==> src/rtl/instr_fetch_unit_if.sv <==
// Fetch-stage bus bundle: instruction-memory request/ack, decode valid/ready, execute redirect.
// master = fetch unit side, slave = memory/decode/execute side.
interface instr_fetch_unit_if;
    localparam int unsigned XLEN = 32;

    logic            imem_req;
    logic [XLEN-1:0] imem_addr;
    logic            imem_ack;
    logic [XLEN-1:0] imem_rdata;
    logic [XLEN-1:0] instr;
    logic [XLEN-1:0] instr_pc;
    logic            instr_valid;
    logic            instr_ready;
    logic            redirect_valid;
    logic [XLEN-1:0] redirect_pc;

    modport master (
        output imem_req, imem_addr, instr, instr_pc, instr_valid,
        input  imem_ack, imem_rdata, instr_ready, redirect_valid, redirect_pc
    );

    modport slave (
        input  imem_req, imem_addr, instr, instr_pc, instr_valid,
        output imem_ack, imem_rdata, instr_ready, redirect_valid, redirect_pc
    );
endinterface

==> src/rtl/instr_fetch_unit.sv <==
// Instruction fetch stage: owns the PC, fetches over a req/ack memory port,
// hands instructions to decode over valid/ready, resolves J-type targets and redirects.
module instr_fetch_unit #(
    parameter logic [31:0] RESET_PC = 32'h0000_0000,
    parameter logic [5:0]  J_OPCODE = 6'b000010
) (
    input  logic               clk,
    input  logic               rst_n,
    instr_fetch_unit_if.master bus_io
);
    localparam int unsigned XLEN = 32;

    typedef enum logic {
        ST_FETCH = 1'b0,
        ST_HOLD  = 1'b1
    } state_e;

    state_e          state_q, state_d;
    logic [XLEN-1:0] pc_q, pc_d;
    logic [XLEN-1:0] saved_pc_q, saved_pc_d;
    logic            drop_q, drop_d;
    logic            req_q, req_d;
    logic [XLEN-1:0] instr_q, instr_d;
    logic [XLEN-1:0] instr_pc_q, instr_pc_d;
    logic            valid_q, valid_d;

    logic [XLEN-1:0] redir_pc;
    logic [XLEN-1:0] pc_plus4;
    logic [XLEN-1:0] jump_pc;

    // Redirect targets are forced word-aligned; jump keeps the region bits of pc+4.
    assign redir_pc = bus_io.redirect_pc & ~XLEN'(3);
    assign pc_plus4 = instr_pc_q + XLEN'(4);
    assign jump_pc  = {pc_plus4[31:28], instr_q[25:0], 2'b00};

    always_ff @(posedge clk or negedge rst_n) begin
        if (!rst_n) begin
            state_q    <= ST_FETCH;
            pc_q       <= RESET_PC;
            saved_pc_q <= RESET_PC;
            drop_q     <= 1'b0;
            req_q      <= 1'b0;
            instr_q    <= '0;
            instr_pc_q <= '0;
            valid_q    <= 1'b0;
        end else begin
            state_q    <= state_d;
            pc_q       <= pc_d;
            saved_pc_q <= saved_pc_d;
            drop_q     <= drop_d;
            req_q      <= req_d;
            instr_q    <= instr_d;
            instr_pc_q <= instr_pc_d;
            valid_q    <= valid_d;
        end
    end

    always_comb begin
        state_d    = state_q;
        pc_d       = pc_q;
        saved_pc_d = saved_pc_q;
        drop_d     = drop_q;
        req_d      = req_q;
        instr_d    = instr_q;
        instr_pc_d = instr_pc_q;
        valid_d    = valid_q;

        case (state_q)
            ST_FETCH: begin
                req_d = 1'b1;
                // No request on the bus yet (just out of reset): acks are ignored.
                if (!req_q) begin
                    if (bus_io.redirect_valid) pc_d = redir_pc;
                end else if (bus_io.imem_ack) begin
                    if (bus_io.redirect_valid) begin
                        pc_d   = redir_pc;
                        drop_d = 1'b0;
                    end else if (drop_q) begin
                        pc_d   = saved_pc_q;
                        drop_d = 1'b0;
                    end else begin
                        instr_d    = bus_io.imem_rdata;
                        instr_pc_d = pc_q;
                        valid_d    = 1'b1;
                        req_d      = 1'b0;
                        state_d    = ST_HOLD;
                    end
                end else if (bus_io.redirect_valid) begin
                    // Address must stay stable until ack; remember the target instead.
                    saved_pc_d = redir_pc;
                    drop_d     = 1'b1;
                end
            end
            ST_HOLD: begin
                req_d = 1'b0;
                if (bus_io.redirect_valid) begin
                    valid_d = 1'b0;
                    pc_d    = redir_pc;
                    req_d   = 1'b1;
                    state_d = ST_FETCH;
                end else if (bus_io.instr_ready) begin
                    valid_d = 1'b0;
                    pc_d    = (instr_q[31:26] == J_OPCODE) ? jump_pc : pc_plus4;
                    req_d   = 1'b1;
                    state_d = ST_FETCH;
                end
            end
        endcase
    end

    assign bus_io.imem_req    = req_q;
    assign bus_io.imem_addr   = pc_q;
    assign bus_io.instr       = instr_q;
    assign bus_io.instr_pc    = instr_pc_q;
    assign bus_io.instr_valid = valid_q;
endmodule

==> src/flat_wrapper.sv <==
// flat-port wrapper written by rule: the top's interface ports become plain ports
module instr_fetch_unit_flat 
#(
    parameter logic [31:0] RESET_PC = 32'h0000_0000,
    parameter logic [5:0]  J_OPCODE = 6'b000010
)
  (clk, rst_n, bus_io_imem_req, bus_io_imem_addr, bus_io_instr, bus_io_instr_pc, bus_io_instr_valid, bus_io_imem_ack, bus_io_imem_rdata, bus_io_instr_ready, bus_io_redirect_valid, bus_io_redirect_pc);
  instr_fetch_unit_if bus_io_i ();
  input  logic clk;
  input  logic rst_n;
  output wire logic [$bits(bus_io_i.imem_req)-1:0] bus_io_imem_req;
  output wire logic [$bits(bus_io_i.imem_addr)-1:0] bus_io_imem_addr;
  output wire logic [$bits(bus_io_i.instr)-1:0] bus_io_instr;
  output wire logic [$bits(bus_io_i.instr_pc)-1:0] bus_io_instr_pc;
  output wire logic [$bits(bus_io_i.instr_valid)-1:0] bus_io_instr_valid;
  input wire logic [$bits(bus_io_i.imem_ack)-1:0] bus_io_imem_ack;
  input wire logic [$bits(bus_io_i.imem_rdata)-1:0] bus_io_imem_rdata;
  input wire logic [$bits(bus_io_i.instr_ready)-1:0] bus_io_instr_ready;
  input wire logic [$bits(bus_io_i.redirect_valid)-1:0] bus_io_redirect_valid;
  input wire logic [$bits(bus_io_i.redirect_pc)-1:0] bus_io_redirect_pc;
  assign bus_io_imem_req = bus_io_i.imem_req;
  assign bus_io_imem_addr = bus_io_i.imem_addr;
  assign bus_io_instr = bus_io_i.instr;
  assign bus_io_instr_pc = bus_io_i.instr_pc;
  assign bus_io_instr_valid = bus_io_i.instr_valid;
  assign bus_io_i.imem_ack = bus_io_imem_ack;
  assign bus_io_i.imem_rdata = bus_io_imem_rdata;
  assign bus_io_i.instr_ready = bus_io_instr_ready;
  assign bus_io_i.redirect_valid = bus_io_redirect_valid;
  assign bus_io_i.redirect_pc = bus_io_redirect_pc;
  instr_fetch_unit #(.RESET_PC(RESET_PC), .J_OPCODE(J_OPCODE)) u_core (.clk(clk), .rst_n(rst_n), .bus_io(bus_io_i));
endmodule
==> config.mk <==
export PLATFORM = sky130hd
export DESIGN_NAME = instr_fetch_unit_flat
export DESIGN_NICKNAME = d
export VERILOG_FILES = /design/src/rtl/instr_fetch_unit_if.sv /design/src/rtl/instr_fetch_unit.sv /design/src/flat_wrapper.sv
export SDC_FILE = /design/constraint.sdc
export NUM_CORES = 1
export LEC_CHECK = 0
export CAP_MARGIN = 20
export CORE_MARGIN = 2
export CORE_UTILIZATION = 34
export DETAILED_ROUTE_END_ITERATION = 8
export HOLD_SLACK_MARGIN = 0.05
export PLACE_DENSITY = 0.62
export SLEW_MARGIN = 20
export SYNTH_ARGS = -nofsm -noshare
export SYNTH_HDL_FRONTEND = slang
export SYNTH_SLANG_ARGS = --single-unit
==> constraint.sdc <==
create_clock -name clk -period 1.7 [get_ports clk]
set_input_delay 0.34 -clock clk [delete_from_list [all_inputs] [get_ports clk]]
set_output_delay 0.34 -clock clk [all_outputs]
set_load 0.005 [all_outputs]
==> impl_metrics.env <==
# flow metrics
export IMPL_finClkSkew_ns=0.00721
export IMPL_cp_top_family="simple AND/OR/NAND/NOR gates"
export IMPL_drt_iter0_drc=485
export IMPL_die_area_um2=20500
export IMPL_ff_type="dfrtp_1"
export IMPL_wl_um=24100
export IMPL_path_max_fanout=5
export IMPL_clock_latency_ns=0.43
export IMPL_syn_inst=598
export IMPL_violations="setup timing"
export IMPL_top_area_cell="dfrtp_1"
export IMPL_drive_above_1_share=0.392
export IMPL_fp_coreArea_um2=18800
export IMPL_edf_count=0
export IMPL_power_leakage_nw=4.89
export IMPL_slowest_delay_ns=0.59
export IMPL_layout_top_cell="buf_4"
export IMPL_crit_path_end_kind="register"
export IMPL_avgRoutedWirePerCell_um=20.3
export IMPL_std_cell_rows=50
export IMPL_pre_cts_ws_ns=-0.504
export IMPL_grt_pass1_vias=6377
export IMPL_netlist_area_leader_share=0.495
export IMPL_critPathArrivalTime_ns=2.29
export IMPL_cts_tree="built"
export IMPL_fin_nets=986
export IMPL_ant_nets=0
export IMPL_status="finished with violations"
export IMPL_numCtsBuffers=17
export IMPL_ir_worst_vdd_mv=0.881
export IMPL_finalWorstSetupSlack_ns=-0.244
export IMPL_cts_root_buffer="clkbuf_16"
export IMPL_rsz0062_at_grt="true"
export IMPL_min_period_ns=1.94
export IMPL_ys_warn_count=0
export IMPL_setup_viol=36
export IMPL_gp_congestion=0.903
export IMPL_slew_headroom=0.663
export IMPL_ys_cells=598
export IMPL_via_per_inst=5.25
export IMPL_drv_cap=0
export IMPL_finalMaxSlewViolations=0
export IMPL_whs_ns=0.391
export IMPL_worstSetupStartpoint="u_core.bus_io.instr[26]"
export IMPL_netlist_area_um2=6570
export IMPL_reg2reg_to="u_core.bus_io.imem_addr[17]"
export IMPL_path_class="reg2reg"
export IMPL_fin_setup_tns_ns=-4.50
export IMPL_startpoint_type="register"
export IMPL_dp_hpwl_um=16200
export IMPL_worstHoldStart="bus_io_imem_ack"
export IMPL_track_usage=0.230
export IMPL_clock_path_buffers=2
export IMPL_antenna_found_initial=0
export IMPL_ys_async_sr_fraction=1.00
export IMPL_syn_area_per_cell_um2=11.0
export IMPL_clkTransAtPathRegs_ns=0.06
export IMPL_finalCritPeriodShare=1.14
export IMPL_num_vias=6235
export IMPL_min_path_type="in2reg"
[repair_timing]
item | 4_1_cts | 5_1_grt
hold endpoints to repair | 34 | 0
setup buffers | 40 | 27
gates cloned | 1 | 7
hold buffers | 1 | 0
endpoints found under the setup margin | 107 | 115
resized | 81 | 83
pin swaps | 14 | 12
[sequential cells by signal (all words and copies together), names as in the netlist]
register,cells
u_core.bus_io.instr,32
u_core.drop_q,1
u_core.bus_io.instr_valid,1
u_core.bus_io.imem_addr,32
u_core.bus_io.instr_pc,32
u_core.state_q,1
u_core.bus_io.imem_req,1
u_core.saved_pc_q,30
[stage by stage]
| stage | std cells | cell area, um^2 | utilization |
|---|---|---|---|
| floorplan | 598 | 6610 | - |
| global placement | 1082 | 9240 | 0.491 |
| detailed placement | 1082 | 9240 | 0.491 |
| CTS | 1155 | 10300 | 0.545 |
| global route | 1188 | 10900 | 0.580 |
| finish | 1188 | 10900 | 0.580 |
[layer usage]
metal  track usage  routed length [um]  up-vias
li1              -                   -     2818
met1         0.285                9770     3124
met2         0.390               12100      258
met3        0.0624                1620       35
met4        0.0709                 525        0
met5             0                   0        -
[Yosys cell counts, drive strengths merged, types with 4 or more instances]
master   instances
a2bb2oi          5
nor2            43
nand4           10
inv              4
nor3             8
xor2            18
a211oi           9
a31oi            6
o22a             4
nand2           45
o211ai          15
a221oi           4
nand3           17
mux2            95
and3             7
clkbuf          17
and2             4
nor2b           23
a21oi           34
xnor2            6
dfrtp          130
nor4             5
o21ai           26
buf             19
[final cells by class]
class                      instances  area [um^2]
fill                            1500         7900
multi-input combinational        428         3470
timing repair buffer             335         3260
sequential                       130         3260
clock buffer                      21          450
tap                              260          325
clock inverter                    10          135
inverter                           4         15.0
[how the worst min path moves through the flow]
stage / to / slack (ns) / depth (start not counted)
floorplan: u_core.bus_io.imem_addr[0] / 0.04 / 0
global placement: u_core.bus_io.imem_addr[0] / 0.28 / 1
detailed placement: u_core.bus_io.instr_pc[1] / 0.29 / 1
CTS: u_core.bus_io.imem_addr[7] / 0.41 / 2
global route: u_core.drop_q / 0.41 / 2
finish: u_core.drop_q / 0.39 / 2
[cell families (layout without fill, tap and decap cells)]
logic type	after synthesis	after routing	share of synthesized area
xor+xnor	24	24	0.0320
fa+ha+maj	1	1	0.00190
mux	96	96	0.164
buf+inv	40	370	0.0286
simple gates	176	176	0.143
compound gates	131	131	0.136
flops	130	130	0.495
[report_power, final]
group	switching, mW	internal [mW]	leakage, nW	total, mW
logic	3.27	4.74	3.08	8.01
clock network	1.38	2.32	0.275	3.71
registers	1.02	4.38	1.53	5.41
total	5.67	11.5	4.89	17.1
**Where the registers sit**

Other sequential cells in the stronger grey, the rest of the logic in the fainter grey.
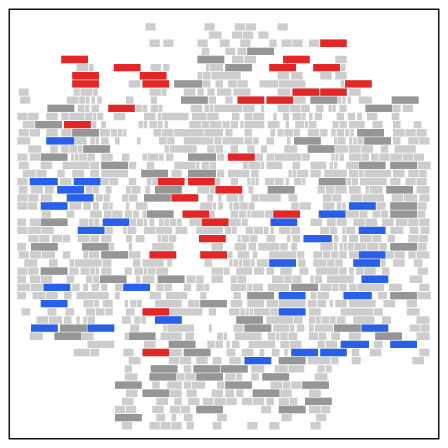
blue -> u_core.bus_io.instr_pc  # sequential cells 32
red -> u_core.saved_pc_q  # sequential cells 30
not coloured = 68

**The metal 4 layer**

Scale bar: 50 um. Supply wires on this layer in grey.
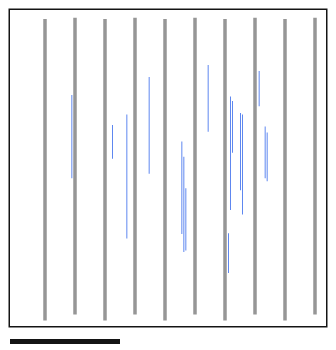
nets with wire on the layer = 15
longest straight run = 55.8 um
main direction = vertical
share of all routed wire = 2.2%
wire length on this layer = 526 um

**Signal metal coverage by tile**

Scale bar: 50 um. The die is cut into 29 by 29 equal tiles; dark purple is low, yellow is high, scaled to the fullest tile. Values are wire area over tile area, all layers added.
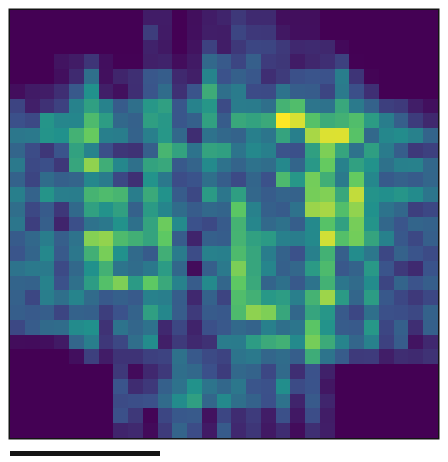
mean over tiles = 0.19
tiles over half the peak = 18%
fullest tile = 0.65
nearly empty tiles = 18%

**Clock distribution**

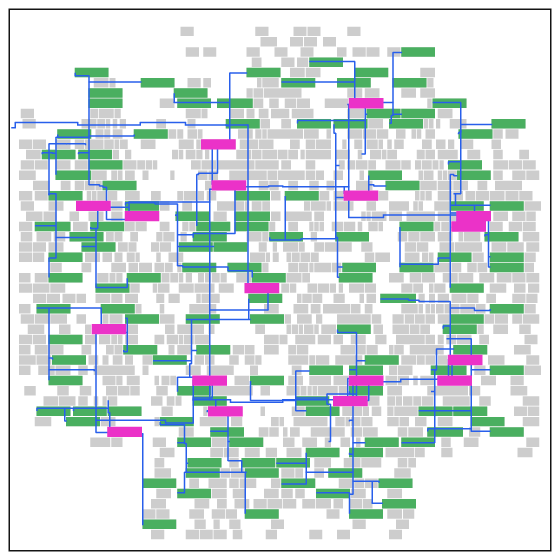
magenta -> clock-net drivers  # count 17
blue -> clock wires  # length 1,900 um
green -> flip-flops  # count 130
routed clock nets = 18
flops lie = all over the die

No activity file was given, so power comes from the tool's default toggle rates.
